**Run 1: cell outlines without signal wires**

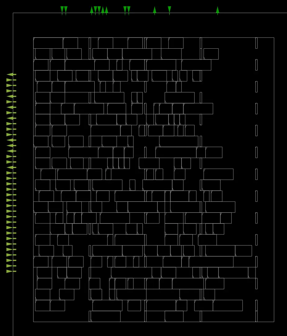
**Run 1: port wiring**

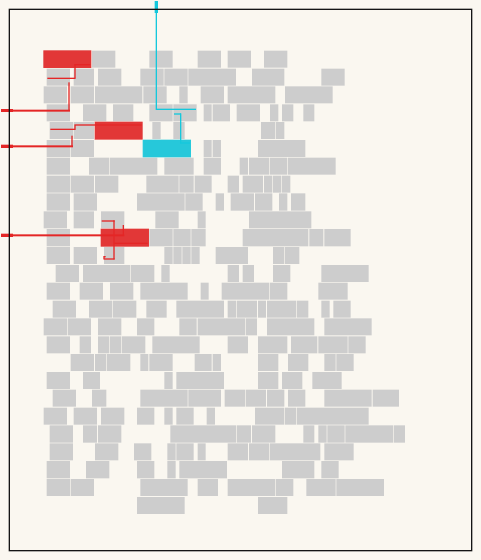
**Run 1: wire density map**

14 x 16 tiles, from black (low) to pale yellow (high), scaled to the fullest tile. Values are wire area over tile area, all layers added.
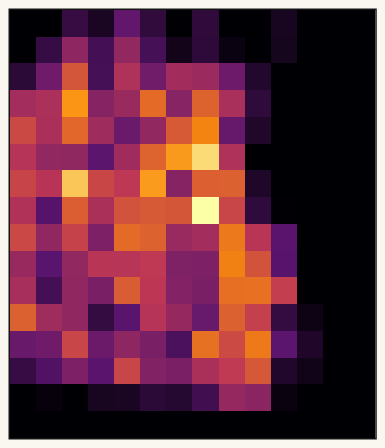
**Run 1: sequential cells grouped by signal name**

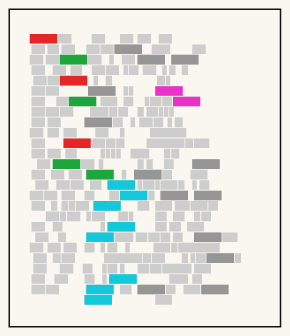
$ cat config.mk
export PLATFORM = sky130hd
export DESIGN_NAME = mod10_cmd_sequencer
export DESIGN_NICKNAME = d
export VERILOG_FILES = /design/src/rtl/mod10_cmd_sequencer.sv
export SDC_FILE = /design/constraint.sdc
export NUM_CORES = 1
export LEC_CHECK = 0
export CAP_MARGIN = 0
export CORE_ASPECT_RATIO = 1.2
export CORE_MARGIN = 5
export CORE_UTILIZATION = 38
export DETAILED_ROUTE_END_ITERATION = 10
export GPL_ROUTABILITY_DRIVEN = 0
export GPL_TIMING_DRIVEN = 0
export PLACE_DENSITY = 0.71
export SYNTH_ARGS = -nofsm -noshare
export SYNTH_HDL_FRONTEND = slang
export SYNTH_SLANG_ARGS = --single-unit
$ cat constraint.sdc
create_clock -name sys_clk -period 2.59 [get_ports sys_clk]
set_input_delay 0.259 -clock sys_clk [delete_from_list [all_inputs] [get_ports sys_clk]]
set_output_delay 0.259 -clock sys_clk [all_outputs]
set_load 0.02 [all_outputs]
$ cat src/rtl/mod10_cmd_sequencer.sv
// Command sequencer for the mod10 counter: round-robin arbitration between
// two requesters and timed application of the granted ctrl/inp.
module mod10_cmd_sequencer #(
    parameter int                CTRL_W    = 3,
    parameter int                DATA_W    = 4,
    parameter int                TICK_W    = 8,
    parameter logic [CTRL_W-1:0] HOLD_CTRL = '0
) (
    input  logic              sys_clk,
    input  logic              rst,
    input  logic              clk_en,
    input  logic              req0_valid,
    output logic              req0_ready,
    input  logic [CTRL_W-1:0] req0_ctrl,
    input  logic [DATA_W-1:0] req0_inp,
    input  logic [TICK_W-1:0] req0_ticks,
    input  logic              req1_valid,
    output logic              req1_ready,
    input  logic [CTRL_W-1:0] req1_ctrl,
    input  logic [DATA_W-1:0] req1_inp,
    input  logic [TICK_W-1:0] req1_ticks,
    input  logic              abort,
    output logic [CTRL_W-1:0] ctrl,
    output logic [DATA_W-1:0] inp,
    output logic              busy,
    output logic              grant_id,
    output logic              done,
    output logic              aborted
);

    typedef enum logic [1:0] {
        S_IDLE,
        S_RUN,
        S_DONE
    } state_t;

    state_t            r_state;
    logic              r_last;
    logic [TICK_W-1:0] r_ticks;
    logic [TICK_W-1:0] r_cnt;

    logic              w_idle;
    logic              w_pick1;
    logic              w_accept;
    logic [CTRL_W-1:0] w_ctrl;
    logic [DATA_W-1:0] w_inp;
    logic [TICK_W-1:0] w_ticks;
    logic [TICK_W-1:0] w_cnt_nx;
    logic              w_last_tick;

    // Arbitration: requester 1 wins if alone, or if both ask and 0 went last
    always_comb begin
        w_idle      = (r_state == S_IDLE);
        w_pick1     = req1_valid & (~req0_valid | ~r_last);
        req1_ready  = w_idle & w_pick1;
        req0_ready  = w_idle & req0_valid & ~w_pick1;
        w_accept    = req0_ready | req1_ready;
        w_ctrl      = w_pick1 ? req1_ctrl  : req0_ctrl;
        w_inp       = w_pick1 ? req1_inp   : req0_inp;
        w_ticks     = w_pick1 ? req1_ticks : req0_ticks;
        w_cnt_nx    = r_cnt + 1'b1;
        w_last_tick = clk_en & (w_cnt_nx == r_ticks);
    end

    // Sequencer FSM with registered counter-facing outputs
    always_ff @(posedge sys_clk) begin
        if (rst) begin
            r_state  <= S_IDLE;
            r_last   <= 1'b1;
            r_ticks  <= '0;
            r_cnt    <= '0;
            ctrl     <= HOLD_CTRL;
            inp      <= '0;
            busy     <= 1'b0;
            grant_id <= 1'b0;
            done     <= 1'b0;
            aborted  <= 1'b0;
        end else begin
            unique case (r_state)
                S_IDLE: begin
                    done    <= 1'b0;
                    aborted <= 1'b0;
                    if (w_accept) begin
                        r_state  <= S_RUN;
                        r_last   <= w_pick1;
                        grant_id <= w_pick1;
                        ctrl     <= w_ctrl;
                        inp      <= w_inp;
                        busy     <= 1'b1;
                        r_cnt    <= '0;
                        // A zero duration still applies the command for one tick
                        r_ticks  <= (w_ticks == '0) ? TICK_W'(1) : w_ticks;
                    end
                end
                S_RUN: begin
                    if (abort || w_last_tick) begin
                        r_state <= S_DONE;
                        ctrl    <= HOLD_CTRL;
                        inp     <= '0;
                        busy    <= 1'b0;
                        done    <= 1'b1;
                        aborted <= abort;
                    end else if (clk_en) begin
                        r_cnt <= w_cnt_nx;
                    end
                end
                S_DONE: begin
                    r_state <= S_IDLE;
                    done    <= 1'b0;
                    aborted <= 1'b0;
                end
                default: begin
                    r_state <= S_IDLE;
                end
            endcase
        end
    end

endmodule

==> changes_impl.md, run 1 <==
### Implementation results

* CTS Buffer Depth at 2
* Seq/Total Area, Yosys at 36.3%
* Pwr/cell area at 573 nW/µm²
* Vias in the first global route at 1356
* Post-route ant nets at 0
* Internal power component at 0.954 mW
* Setup TNS at 0 ns
* Sw Pwr at 0.377 mW
* Post-route minimum period at 2.31 ns
* Post-DP HPWL at approximately 3 mm
* Final-report hold violation count at 0
* Dominant synthesized flop cell: dfxtp_1
* Worst Setup End Kind: output pin
* Init Core Util at 39.1%
* Worst Reg-to-Reg Cells at 8
* Clk pin slew, worst setup/hold paths at 0.07 ns
* Syn-to-layout area delta at 40.4%
* Least-Margin Pin Slew at 0.455 ns
* Peak VDD IR at 280 µV
* EDFF count, synth at 0
* Layout Skew at about 0.0063 ns
* CTS sink count at 30
* DR vias at ~1400
* First-pass GRT wire length at approximately 6.2 mm
* Worst setup SP type: primary input
* Yosys Instances at 167
* DP Area at 2210 µm²
* Unrepaired setup endpoints after global routing: no
* Comb. cell area at between 900 and 1000 µm²
* Post-synth ARST share at 0%
* Critical Path Fanout Max at 10
* GRT overflow at 0
* Final period util at 89.4%
* Vias per cell at 5.18
* Worst Path Required at 2.33 ns
* Initial drt markers at 40
* Setup-failing EPs final at 0
* Seq. cell area at 601 µm²
* Achievable Freq at ~430 MHz
* TritonRoute pass-1 iters at 4
* Most frequent logic cell in the layout: clkdlybuf4s50_1
* CP Class: primary input to output pin
* Net Sw Frac at 28.3%
* CTS tree: yes
* Clock Tree Root: clkbuf_8
* Largest net degree at the start of global routing at 11
* Run status: completed
* Clock Latency Late Sink at a little under 0.3 ns
* Filler Cells Inserted at 396
* Mapped cell area at 1660 µm²
* Unique cell types at 46
* Num CTS Buffers at 5
* H-tree levels at 2
* Die Y at about 80 µm
* Layout cells sized above 1 at 13.9%
* Core Area at around 4200 µm²
* Synth Register Bits at 30
* Die Area at 5780 µm²
* Hold Path Class: register to register
* Final net count at ~260
* Logic pwr share at approximately 25%
* Syn nets at roughly 200
* Max-slew violations at 0
* DRC errors left at 0
* Initial antenna violation count at 0
* WHS at 0.467 ns
* Critical Path AT at 2.06 ns
* Slew margin rel. at roughly 70%
* Synth warn at 0
* Antenna Cells at 0
* Die width at 70.3 µm
* Leakage Power at approximately 0.9 nW
* Max Cap Violations at 0
* Clock network fraction of total power at 35.6%
* Sequential Power Share at between 30% and 40%
* Syn Inst Count at 167
* Worst hold stages at 1
* Top cells excl fill/tap: 47 x clkdlybuf4s50_1, 30 x dfxtp_1, 15 x nor2_1, 15 x mux2i_1
* Avg Cell Area, Syn at 9.91 µm²
* Chip area line of the yosys report at 1660 µm²
* Stage-log warning count at 26
* Final instance area at 2320 µm²
About 'cell outlines without signal wires':
row cnt: 26
tap cell count: 56
Flops: 30
final core area utilization: 54.9%

About 'port wiring':
[ctrl] red | bits: 3 | direction: output | end cells: 3 | buffers: 3 | wire: 79.3 µm
[grant_id] cyan | bits: 1 | direction: output | end cells: 1 | buffers: 1 | wire: 27.5 µm
io pins: 49
Port Buffers: 48

About 'wire density map':
densest ninth of the die: centre
tiles over half the peak: 21%
emptiest ninth of the die: upper right
fullest tile: 0.40
nearly empty tiles: 33%
WL per Instance: 13.3 µm
final WL: 3.72 mm
GRT Util Overall: 13.5%

About 'sequential cells grouped by signal name':
[inp] green | flops: 4
[r_state] magenta | flops: 2
[ctrl] red | flops: 3
[r_ticks] cyan | flops: 8
not coloured: 13

[run 1: state kept, by name (all words and copies together), names as in the netlist]
| name | cells |
|---|---|
| r_ticks | 8 |
| grant_id | 1 |
| inp | 4 |
| busy | 1 |
| ctrl | 3 |
| r_state | 2 |
| done | 1 |
| aborted | 1 |
| r_cnt | 8 |
| r_last | 1 |
[run 1: cells by family after synthesis]
family	after synthesis	share of synthesized area, %
compound gates	47	25.5
mux	15	9.07
fa+ha+maj	1	0.756
xor+xnor	12	7.48
buf+inv	14	4.31
simple gates	48	16.6
flops	30	36.3
[run 1: Yosys cell counts, drive strengths merged (2+ instances only)]
master	n	area (µm²)
inv	6	22.5
o211ai	8	60.1
xnor2	6	71.3
o2bb2ai	6	52.6
clkbuf	4	16.3
nor2	15	56.3
nand2	7	26.3
o21ai	2	10.0
nand2b	2	12.5
a21oi	5	25.0
dfxtp	30	601
and3	2	15.0
nand4	2	33.8
buf	4	32.5
and4	2	21.3
o31ai	8	90.1
nor4	2	12.5
mux2i	15	150
xor2	6	52.6
nor3	6	35.0
o21a	2	15.0
nand3	4	20.0
a211oi	8	60.1
[run 1: per-layer routing]
metal / global-route usage, % / vias to the layer above / part of all wire, %
met4: 6.90 / 0 / 1.5
met1: 15.7 / 652 / 44
met3: 5.33 / 6 / 8.1
met2: 21.7 / 45 / 46
li1: - / 743 / -
met5: 0 / - / 0
[run 1: critical path, cell delays in order]
cell             delay [ns]
clkdlybuf4s50_1        0.53
a21boi_0               0.21
buf_4                  0.22
buf_4                  0.22
nor2_1                 0.07
clkdlybuf4s50_1        0.53
[run 1: power groups by stage]
stage          clock network, mW  registers, mW  logic [mW]
3_5_place_dp                   0          0.540       0.330
4_1_cts                    0.485          0.530       0.333
3_3_place_gp                   0          0.539       0.327
2_1_floorplan                  0          0.556       0.175
5_1_grt                    0.506          0.536       0.361
6_report                   0.473          0.530       0.328
[run 1: through the flow]
stage / power [mW] / setup slack, ns / instances
3_3_place_gp: 0.867 / -0.0917 / 271
6_report: 1.33 / 0.276 / 279
5_1_grt: 1.40 / 0.134 / 279
3_5_place_dp: 0.870 / -0.0802 / 271
2_1_floorplan: 0.732 / 0.539 / 167
4_1_cts: 1.35 / 0.0689 / 279
[run 1: layout make-up]
type | count | area share, %
well taps | 56 | 3.02
flip-flops and latches | 30 | 25.8
clock buffers | 6 | 3.12
clock inverters | 2 | 1.62
repair buffers | 48 | 20.8
plain buffers | 8 | 2.32
multi-input cells | 123 | 42.3
inverters | 6 | 0.969
[run 1: final timing paths]
kind,from,endpoint,slack [ns]
setup reg to reg,r_cnt[0]$_SDFFE_PP0P_,r_cnt[7]$_SDFFE_PP0P_,0.30
hold reg to reg,inp[1]$_SDFFE_PP0P_,inp[1]$_SDFFE_PP0P_,0.47
setup / recovery,req1_valid,req0_ready,0.28
hold / removal,inp[1]$_SDFFE_PP0P_,inp[1]$_SDFFE_PP0P_,0.47
[run 1: repair_timing]
action,CTS,global route
hold buffers,0,0
endpoints found under the setup margin,1,1
gates cloned,0,0
buffers inserted,0,0
gates resized,2,1
**Run 1: M3 wires**

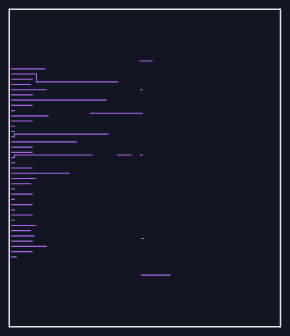

## Run 2: what changed since run 1
Settings changed: ABC_AREA from default to 1, CAP_MARGIN 0 to default, PLACE_DENSITY 0.71 to 0.73.
Clock period 2.59 ns to 2 ns, I/O delays scaled along.
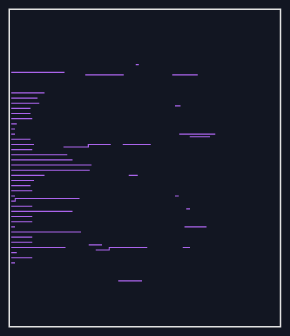
**Above:** run 2 (M3 wires).
main direction: horizontal
wire length on this layer: 353 µm
longest straight run: 20.9 µm
share of all routed wire: 7.5%
nets with wire on the layer: 45
DR vias: 1854
met3 track demand over resource: 5.56%

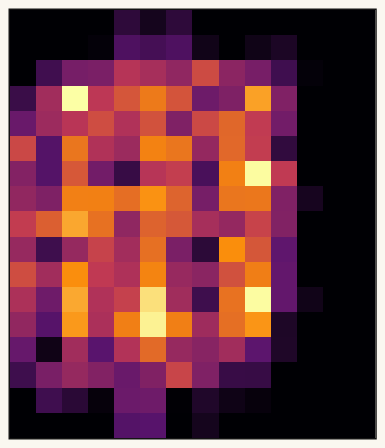
**Above:** run 2 (wire density map).
14 x 17 tiles, from black (low) to pale yellow (high), scaled to the fullest tile. Values are wire area over tile area, all layers added.
WL per Instance: 12.6 µm
GRT Util Overall: 16.0%
final WL: 4.68 mm

==> run 2 against run 1 <==
Power grew 25%. Sequential power is 28% higher. Design area is 6.1% higher. Die area rose by 2.8%. Largest power group unchanged. Setup slack got worse by 0.16 ns. Combinational power increased by about 40%. Clock power is 12% higher. Worst hold slack worse by 0.11 ns. Register-to-register slack lost 0.19 ns. Global-route usage grew 2.4 points. Non-clock buffer count is 6 higher. Clock-buffer cell count unchanged.
==> changes_impl.md, run 2 <==
### Implementation results

* Dominant synthesized flop cell: dfxtp_1
* Pwr/cell area at 675 nW/µm² (+18%)
* Post-route ant nets at 0 (unchanged)
* Top cells by count: 68 x nand2_1, 31 x nand3_1, 30 x dfxtp_1
* Final-report hold violation count at 0 (unchanged)
* Unique cell types at 28 (-39%)
* Die Area at 5940 µm² (+2.8%)
* Biggest regs: r_cnt: 8 flops, r_ticks: 8 flops, inp: 4 flops
* Yosys Instances at 257 (+54%)
* Unrepaired setup endpoints after global routing: yes
* Net Sw Frac at 32.1% (+3.7 points)
* Most frequent logic cell in the layout: nand2_1
* Io pins at 49 (unchanged)
* Achievable Freq at about 530 MHz
* Initial antenna violation count at 0 (unchanged)
* Port Buffers at 47 (-2.1%)
* First-pass GRT wire length at 7.62 mm (+23%)
* Post-route minimum period at roughly 1.9 ns
* Setup TNS at 0 ns (unchanged)
* Worst Reg-to-Reg Cells at 13 (+5)
* Final net count at 353 (+36%)
* Init Core Util at 39.8% (+0.63 points)
* Internal power component at 1.13 mW (+19%)
* Clock network fraction of total power at 31.8% (-3.8 points)
* Critical Path AT at 2.04 ns (-0.02 ns)
* Hold_buf cts at 0 (unchanged)
* Vias in the first global route at 1706 (+26%)
* Worst setup SP type: register
* Post-synth ARST share at 0% (unchanged)
* Mapped cell area at 1710 µm² (+3.2%)
* R2r startpoint: r_cnt[0]$_SDFFE_PP0P_
* Avg Cell Area, Syn at 6.65 µm² (-33%)
* Total power at 1.67 mW (+25%)
* Hold Path Class: primary input to register
* Run status: completed
* Sw Pwr at 0.534 mW (+42%)
* Worst Path Required at 2.15 ns (-0.18 ns)
* Peak VDD IR at 444 µV (+59%)
* Clock Tree Root: clkbuf_8
* Synth warn at 0 (unchanged)
* Cell type with the largest total area: dfxtp_1
* EDFF count, synth at 0 (unchanged)
* Logic pwr share at 27.6% (+3.0 points)
* Comb. cell area at 1000 µm² (+1.8%)
* Seq/Total Area, Yosys at 35.2% (-1.1 points)
* Filler Cells Inserted at 425 (+7.3%)
* Largest cells by area: dfxtp_1 35%, nand2_1 15%, nand3_1 9.1%, a21oi_1 7.9%, inv_1 5.1%
* Initial drt markers at 122 (+200%)
* Core Area at 4290 µm² (+1.5%)
* Clk pin slew, worst setup/hold paths at 0.08 ns (about the same)
* Vias per cell at 4.97 (-4.1%)
* H-tree levels at 2 (unchanged)
* Setup-failing EPs final at 0 (unchanged)
* Largest net degree at the start of global routing at 11 (unchanged)
* Die width at 71.2 µm (+1.4%)
* Chip area line of the yosys report at 1710 µm² (+3.2%)
* Worst Setup End Kind: register
* Hold Path Origin: rst
* Final WS setup at 0.111 ns (-0.164 ns)
* Leakage Power at 1.01 nW (+12%)
* Die Y at 83.4 µm (+1.4%)
* Worst hold stages at 2 (+1)
* CP Class: register to register
* Least-Margin Pin Slew at 0.541 ns (+0.0866 ns)
run 2: cell count changes after synthesis, moves of 8 or more:
cell	delta
o21ai_0	+10
inv_1	+17
nand2_1	+61
a21oi_1	+22
a211oi_1	-8
nand3_1	+27
mux2i_1	-13
run 2: logic make-up after synthesis:
family                     synth area share [%]
AOI/OAI and AO/OA                          14.1
xor gates and xnor gates                  0.513
adders and majority gates                 0.732
buffers and inverters                      8.86
DFF                                        35.2
muxes                                      1.17
and+or+nand+nor                            39.4
run 2: critical path: stages, from the launching register on:
cell	delay [ns]
dfxtp_4	0.38
buf_4	0.13
inv_2	0.05
nor2_4	0.16
nand3_1	0.12
nand3_1	0.10
nand2_1	0.07
nor2_2	0.12
nand3_2	0.11
nand2_4	0.09
nand2_8	0.10
clkbuf_16	0.20
nand3_2	0.05
a21oi_1	0.07
run 2: final timing paths:
kind / slack, ns / endpoint
worst min register to register: 0.46 / done$_SDFFE_PP0P_
worst max-delay path: 0.11 / inp[2]$_SDFFE_PP0P_
worst max register to register: 0.11 / inp[2]$_SDFFE_PP0P_
worst min-delay path: 0.36 / r_cnt[7]$_SDFFE_PP0P_
run 2: power by group through the flow:
stage               registers (mW)  clock network (mW)  logic, mW
finish                       0.676               0.529      0.459
global route                 0.682               0.568      0.512
detailed placement           0.690                   0      0.423
floorplan                    0.713                   0      0.218
CTS                          0.677               0.539      0.424
global placement             0.689                   0      0.420
run 2: stage by stage:
stage	hold WS (ns)	util, %	area [µm²]	std cells
after floorplan	0.348	-	1710	257
after global placement	0.444	52.4	2250	360
after detailed placement	0.452	52.4	2250	360
after CTS	0.369	54.7	2350	368
after global routing	0.434	57.4	2470	373
final	0.357	57.4	2470	373
run 2: routing by layer:
metal | track usage, % | routed length [µm] | vias to the layer above
li1 | - | - | 961
met1 | 17.6 | 1910 | 824
met2 | 27.3 | 2290 | 58
met3 | 5.56 | 352 | 11
met4 | 6.67 | 128 | 0
met5 | 0 | 0 | -
run 2: area by class of cell:
type,instances,area share (%)
multi-input combinational,192,40.6
sequential,30,24.7
timing repair buffer,52,21.9
inverter,25,3.81
clock buffer,6,3.35
tap,56,2.84
buffer,10,2.38
clock inverter,2,0.507
run 2: repair_timing:
action                                  4_1_cts  5_1_grt
endpoints found under the hold margin         0        0
endpoints found under the setup margin       19       21
cloned                                        0        1
pin swaps                                     0        2
gates resized                                 5       13
setup buffers                                 0        4
Power figures rest on the tool's default switching activity, not on a simulated workload.
